**src/rtl/read_fsm_if.sv**
```systemverilog
// Bus bundle between the SRAM read sequencer and its requester/SRAM side.
// The slave modport is the sequencer; the master modport is whoever issues requests and returns SRAM data.
interface read_fsm_if #(
    parameter int data_width    = 16,
    parameter int address_width = 16,
    parameter int burst_width   = 4
);
    logic                     start;
    logic [address_width-1:0] input_address;
    logic [burst_width-1:0]   burst_length;
    logic [data_width-1:0]    sram_data;
    logic [address_width-1:0] sram_address;
    logic                     sram_cs;
    logic                     sram_oe;
    logic [data_width-1:0]    output_data;
    logic                     output_valid;
    logic                     done;

    modport master (
        output start, input_address, burst_length, sram_data,
        input  sram_address, sram_cs, sram_oe, output_data, output_valid, done
    );

    modport slave (
        input  start, input_address, burst_length, sram_data,
        output sram_address, sram_cs, sram_oe, output_data, output_valid, done
    );
endinterface

```
**src/rtl/read_fsm.sv**
```systemverilog
// SRAM read sequencer: latches address/burst on start, holds cs/oe low for wait_cycles per word,
// strobes each captured word, auto-increments the address, and ends with one turnaround cycle.
module read_fsm #(
    parameter int data_width    = 16,
    parameter int address_width = 16,
    parameter int wait_cycles   = 2,
    parameter int burst_width   = 4
) (
    input logic         clk,
    input logic         rst,
    read_fsm_if.slave   bus
);
    localparam int CW = (wait_cycles > 1) ? $clog2(wait_cycles) : 1;
    localparam logic [CW-1:0] LAST_WAIT = CW'(wait_cycles - 1);

    typedef enum logic [1:0] {
        IDLE,
        ACCESS,
        HOLD
    } state_t;

    state_t                   r_state;
    state_t                   w_next;
    logic [CW-1:0]            r_wait;
    logic [burst_width-1:0]   r_remaining;
    logic [address_width-1:0] r_address;
    logic [data_width-1:0]    r_data;
    logic                     r_valid;
    logic                     w_accept;
    logic                     w_sample;

    always_ff @(posedge clk or posedge rst) begin
        if (rst) r_state <= IDLE;
        else     r_state <= w_next;
    end

    always_comb begin
        w_next   = r_state;
        w_accept = 1'b0;
        w_sample = 1'b0;
        unique case (r_state)
            IDLE: begin
                if (bus.start) begin
                    w_accept = 1'b1;
                    w_next   = ACCESS;
                end
            end
            ACCESS: begin
                if (r_wait == LAST_WAIT) begin
                    w_sample = 1'b1;
                    if (r_remaining == '0) w_next = HOLD;
                end
            end
            HOLD:    w_next = IDLE;
            default: w_next = IDLE;
        endcase
    end

    always_ff @(posedge clk or posedge rst) begin
        if (rst) begin
            r_wait      <= '0;
            r_remaining <= '0;
            r_address   <= '0;
            r_data      <= '0;
            r_valid     <= 1'b0;
        end else begin
            r_valid <= w_sample;
            if (w_accept) begin
                r_address   <= bus.input_address;
                r_remaining <= bus.burst_length;
                r_wait      <= '0;
            end else if (w_sample) begin
                r_data <= bus.sram_data;
                r_wait <= '0;
                // More words pending: advance without leaving ACCESS so cs/oe stay low.
                if (r_remaining != '0) begin
                    r_address   <= r_address + 1'b1;
                    r_remaining <= r_remaining - 1'b1;
                end
            end else if (r_state == ACCESS) begin
                r_wait <= r_wait + 1'b1;
            end
        end
    end

    assign bus.sram_address = r_address;
    assign bus.sram_cs      = (r_state != ACCESS);
    assign bus.sram_oe      = (r_state != ACCESS);
    assign bus.output_data  = r_data;
    assign bus.output_valid = r_valid;
    assign bus.done         = (r_state == IDLE);
endmodule

```
**src/flat_wrapper.sv**
```systemverilog
// flat-port wrapper written by rule: the top's interface ports become plain ports
module read_fsm_flat 
#(
    parameter int data_width    = 16,
    parameter int address_width = 16,
    parameter int wait_cycles   = 2,
    parameter int burst_width   = 4
)
  (clk, rst, bus_start, bus_input_address, bus_burst_length, bus_sram_data, bus_sram_address, bus_sram_cs, bus_sram_oe, bus_output_data, bus_output_valid, bus_done);
  read_fsm_if #(.data_width(data_width), .address_width(address_width), .burst_width(burst_width)) bus_i ();
  input logic clk;
  input logic rst;
  input wire logic [$bits(bus_i.start)-1:0] bus_start;
  input wire logic [$bits(bus_i.input_address)-1:0] bus_input_address;
  input wire logic [$bits(bus_i.burst_length)-1:0] bus_burst_length;
  input wire logic [$bits(bus_i.sram_data)-1:0] bus_sram_data;
  output wire logic [$bits(bus_i.sram_address)-1:0] bus_sram_address;
  output wire logic [$bits(bus_i.sram_cs)-1:0] bus_sram_cs;
  output wire logic [$bits(bus_i.sram_oe)-1:0] bus_sram_oe;
  output wire logic [$bits(bus_i.output_data)-1:0] bus_output_data;
  output wire logic [$bits(bus_i.output_valid)-1:0] bus_output_valid;
  output wire logic [$bits(bus_i.done)-1:0] bus_done;
  assign bus_i.start = bus_start;
  assign bus_i.input_address = bus_input_address;
  assign bus_i.burst_length = bus_burst_length;
  assign bus_i.sram_data = bus_sram_data;
  assign bus_sram_address = bus_i.sram_address;
  assign bus_sram_cs = bus_i.sram_cs;
  assign bus_sram_oe = bus_i.sram_oe;
  assign bus_output_data = bus_i.output_data;
  assign bus_output_valid = bus_i.output_valid;
  assign bus_done = bus_i.done;
  read_fsm #(.data_width(data_width), .address_width(address_width), .wait_cycles(wait_cycles), .burst_width(burst_width)) u_core (.clk(clk), .rst(rst), .bus(bus_i));
endmodule
```
**config.mk**
```make
export PLATFORM = sky130hd
export DESIGN_NAME = read_fsm_flat
export DESIGN_NICKNAME = d
export VERILOG_FILES = /design/src/rtl/read_fsm_if.sv /design/src/rtl/read_fsm.sv /design/src/flat_wrapper.sv
export SDC_FILE = /design/constraint.sdc
export NUM_CORES = 1
export LEC_CHECK = 0
export ABC_AREA = 1
export CAP_MARGIN = 20
export CELL_PAD_IN_SITES_DETAIL_PLACEMENT = 2
export CELL_PAD_IN_SITES_GLOBAL_PLACEMENT = 2
export CORE_MARGIN = 10
export CORE_UTILIZATION = 24
export CTS_CLUSTER_SIZE = 25
export DETAILED_ROUTE_END_ITERATION = 8
export GPL_ROUTABILITY_DRIVEN = 1
export HOLD_SLACK_MARGIN = 0.15
export PLACE_DENSITY_LB_ADDON = 0.15
export REMOVE_ABC_BUFFERS = 1
export SLEW_MARGIN = 20
export SYNTH_ARGS = -nofsm -noshare
export SYNTH_HDL_FRONTEND = slang
export SYNTH_SLANG_ARGS = --single-unit
export TNS_END_PERCENT = 5
```
**constraint.sdc**
```tcl
create_clock -name clk -period 1.88 [get_ports clk]
set_input_delay 0.47 -clock clk [delete_from_list [all_inputs] [get_ports clk]]
set_output_delay 0.47 -clock clk [all_outputs]
set_load 0.01 [all_outputs]
```
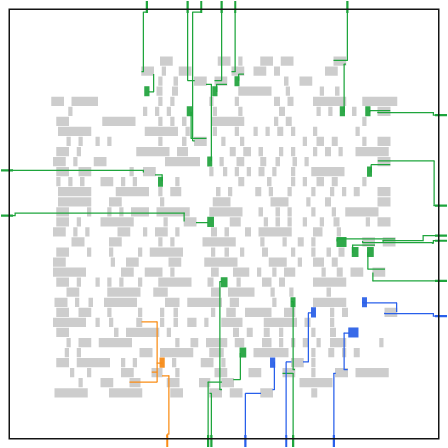
**Above:** run 1 (I/O nets highlighted).
colour	port	direction	end cells	buffers	wire
blue	bus_burst_length	input	4	4	118 um
orange	bus_sram_oe	output	1	1	49.4 um
green	bus_input_address	input	16	16	542 um
IO Pins: 75
I/O Buffers: 74

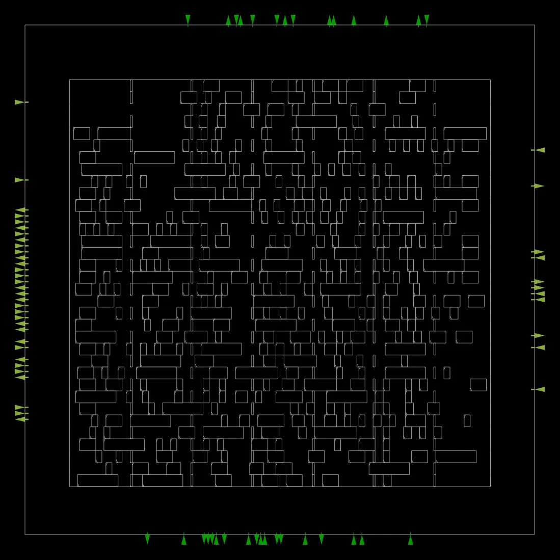
**Above:** run 1 (cell outlines without signal wires).
standard-cell rows: 34
final standard cell utilization of the core: 0.360
placeable core region: 0.00885 mm^2
fin cells: 489

==> impl_metrics.ini, run 1 <==
; physical design summary
[grt]
grt_start_max_net_pins = 41

[synth]
compound_area_frac = 0.0772
synth_area_per_cell_um2 = 7.30
fraction_of_the_mapped_netlist_area_in_adder_cells = 0.0114
dominant_comb_cell = simple AND/OR/NAND/NOR gates
yosysWarnings = 0
simple_gate_area_frac = 0.352

[route]
drt_iter0_drc = 42
viasPerCell = 4.59

[setup_path]
worst_path_largest_cell_delay_ns = 0.58
timing.critical_path.buf_inv = 1
worst_ep_arrival_ns = 1.34
crit_type = reg2out
timing.critical_path.fanout_max = 5

[placement]
dpl_worst_slack_ns = 0.120

[clock_tree]
root_buffer = sky130_fd_sc_hd__clkbuf_8

[layout]
flow.area_growth_from_synthesis_pct = 44.4
drive_above_1_share = 0.0735

[final_timing]
setup_slack_ns = 0.0747
worstMarginPinSlew_ns = 0.420

[die]
core_util_floorplan = 0.249

[outcome]
status = completed
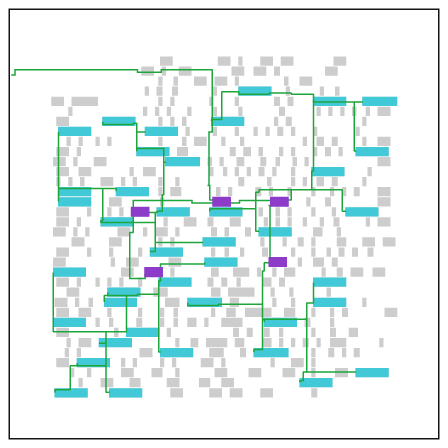
**Above:** run 1 (clock wires, drivers and flops).
[green] clock wires | length: 713 um
[cyan] flip-flops | count: 40
[purple] clock drivers | count: 5
routed clock nets	6
clock network power share: 0.107
Clock Skews: 0.00824 ns
clock latency at the later pin of the worst-skew pair: 0.30 ns

==> run 1: Yosys cell counts, drive strengths merged <==
library cell    n  area [um^2]
nand2         122          473
nor2           43          171
dfrtp          40         1000
inv            25         93.8
o21ai          23          126
nand3          19         95.1
buf             9         77.6
xor2            6         52.6
nand4           4         25.0
a21oi           2         21.3
clkbuf          2         7.51
ha              2         25.0
o211ai          2         15.0
a22oi           1         7.51
nor3            1         5.00
or2             1         6.26
==> run 1: metal layers <==
layer,vias to the layer above,share of wire,global-route usage
li1,1095,-,-
met5,-,0,0
met1,1097,0.40,0.131
met2,50,0.50,0.217
met3,4,0.094,0.0589
met4,0,0.0059,0.0275
==> run 1: where the power goes <==
group | switching (W) | total [W] | internal (W)
Clock | 0.000333 | 0.000585 | 0.000252
Combinational | 0.00170 | 0.00315 | 0.00145
Sequential | 0.000413 | 0.00171 | 0.00130
==> run 1: state kept, by name, indices dropped and copies added (netlist names) <==
name                     flops
u_core.bus.output_data      16
u_core.bus.output_valid      1
u_core.r_wait                1
u_core.r_state               2
u_core.r_remaining           4
u_core.bus.sram_address     16
==> run 1: timing repair <==
action / 4_1_cts / 5_1_grt
resized: 5 / 2
endpoints found under the setup margin: 4 / 3
endpoints found under the hold margin: 0 / 0
==> run 1: worst max path at each step <==
stage                                from                          end  slack (ns)  cells after the start
3_3_place_gp                    bus_start        u_core.r_remaining[3]        0.17                      7
6_report       u_core.bus.sram_address[5]          bus_sram_address[5]        0.07                      1
3_5_place_dp                    bus_start   u_core.bus.sram_address[4]        0.12                      6
2_1_floorplan       u_core.r_remaining[0]  u_core.bus.sram_address[10]        0.33                      9
5_1_grt             u_core.r_remaining[0]   u_core.bus.sram_address[3]       -0.01                      8
4_1_cts        u_core.bus.sram_address[2]          bus_sram_address[2]       0.005                      1
==> run 1: kinds of logic after synthesis <==
kind of cell / after synthesis
adder cells (fa/ha/maj): 2
flip-flops: 40
buffers and inverters: 36
AND-OR/OR-AND: 28
AND/OR/NAND/NOR: 190
XOR/XNOR: 6
==> run 1: through the flow <==
stage	power [W]	TNS [ns]	instance area [um^2]
2_1_floorplan	0.00327	0	2120
3_3_place_gp	0.00486	0	3100
3_5_place_dp	0.00498	0	3100
4_1_cts	0.00559	0	3180
5_1_grt	0.00605	-0.0130	3180
6_report	0.00545	0	3180
==> run 1: cell type report <==
cell class,instances,area (um^2),share of cell area
inverter,25,93.8,0.0295
clock inverter,2,12.5,0.00393
tap,108,135,0.0425
sequential,40,1010,0.316
timing repair buffer,83,842,0.265
clock buffer,5,68.8,0.0216
multi-input combinational,226,1020,0.322
## Run 2: what changed since run 1
Settings changed: GPL_ROUTABILITY_DRIVEN 1 to unset.
==> impl_metrics.ini, run 2 <==
; physical design summary
[synth]
synthArstFlopShare = 1.00
postSynth.topFlopCell = sky130_fd_sc_hd__dfrtp_1
fraction_of_the_mapped_netlist_area_in_adder_cells = 0.0114
yosysWarnings = 0
yosys.area.top_type_share = 0.454
dominant_comb_cell = simple AND/OR/NAND/NOR gates
ys_top_cells_by_count = sky130_fd_sc_hd__nand2_1 (120), sky130_fd_sc_hd__nor2_1 (41), sky130_fd_sc_hd__dfrtp_1 (40)
synth_area_per_cell_um2 = 7.30
flip_flops_with_a_built_in_enable = 0

[layout]
post_route_design_area_mm2 = 0.00318
drive_above_1_share = 0.0735
flow.area_growth_from_synthesis_pct = 44.4
finish.utilization = 0.360
layoutNonFillerInstCount = 489

[die]
placementRows = 34
core_util_floorplan = 0.249
ios = 75

[setup_path]
timing.critical_path.fanout_max = 5
worst_path_largest_cell_delay_ns = 0.58
worst_setup_path_startpoint = u_core.bus.sram_address[5]
timing.critical_path.depth = 1
worst_ep_arrival_ns = 1.34
crit_type = reg2out

[power_and_ir_drop]
internal_power_w = 0.00300
comb_power_share = 0.579
p_total_w = 0.00545

[route]
post-route-drc-count = 0
viasPerCell = 4.59
drt_iter0_drc = 42

[outcome]
status = completed

[grt]
grt_start_max_net_pins = 41

[clock_tree]
worstSkewPairLatency_ns = 0.30
root_buffer = sky130_fd_sc_hd__clkbuf_8

[final_timing]
skew_ns = 0.00824
worstMarginPinSlew_ns = 0.420
final_setup_tns_ns = 0
-- run 2: cell counts in the layout (fill, tap and decap cells not counted) --
No cell type changed its count.
-- run 2: power groups by stage --
stage	clock network (W)	logic, W	registers, W
finish	0.000585	0.00315	0.00171
CTS	0.000614	0.00325	0.00173
global route	0.000648	0.00361	0.00179
detailed placement	0	0.00326	0.00173
floorplan	0	0.00150	0.00177
global placement	0	0.00316	0.00170
-- run 2: stage by stage --
step	hold WS (ns)	setup slack, ns
2_1_floorplan	0.515	0.330
3_3_place_gp	0.461	0.173
3_5_place_dp	0.468	0.120
4_1_cts	0.492	0.00506
5_1_grt	0.517	-0.0130
6_report	0.488	0.0747
-- run 2: layout make-up --
type                    count  area, um^2
repair buffers             83         842
fillers                  1045        5670
clock inverters             2        12.5
inverters                  25        93.8
well taps                 108         135
multi-input cells         226        1020
flip-flops and latches     40        1010
clock buffers               5        68.8
-- run 2: what timing repair did --
item / in CTS / in global routing
setup endpoints to repair: 4 / 3
resized: 5 / 2
hold endpoints to repair: 0 / 0
-- run 2: worst paths after layout --
kind	endpoint	slack, ns
min in group asynchronous	u_core.bus.output_data[12]	0.53
worst max-delay path	bus_sram_address[5]	0.07
worst min-delay path	u_core.bus.output_data[0]	0.49
max in group asynchronous	u_core.bus.sram_address[2]	1.11
worst min register to register	u_core.bus.output_data[0]	0.49
worst max register to register	u_core.bus.sram_address[3]	0.21
-- run 2: layer usage --
metal,up-vias,global-route usage,wire (um)
met4,0,0.0275,47
met1,1097,0.131,3180
li1,1095,-,-
met2,50,0.217,3990
met5,-,0,0
met3,4,0.0589,747
-- run 2: kinds of logic after synthesis --
logic type | count (synthesis)
AOI/OAI and AO/OA | 28
xor gates and xnor gates | 6
adders and majority gates | 2
buffers and inverters | 36
DFF | 40
and+or+nand+nor | 190
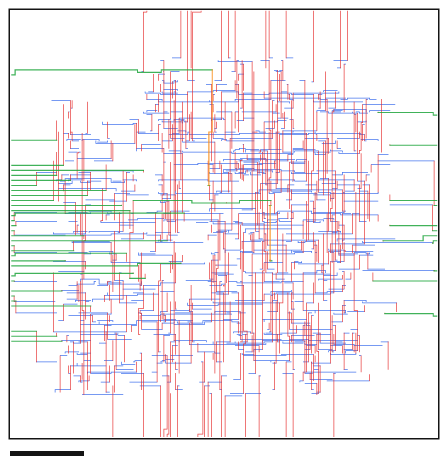
**Above:** run 2 (routed metal, one colour a layer).
Scale bar: 20 um.
colour	layer	wire length
blue	metal 1	3180 um
orange	metal 4	47.2 um
green	metal 3	748 um
red	metal 2	3990 um

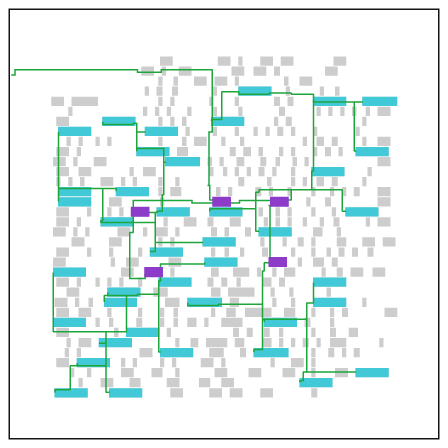
**Above:** run 2 (clock wires, drivers and flops).
[green] clock wires | length: 713 um
[cyan] flip-flops | count: 40
[purple] clock drivers | count: 5
routed clock nets	6

Power is estimated from default activity; no workload was simulated.
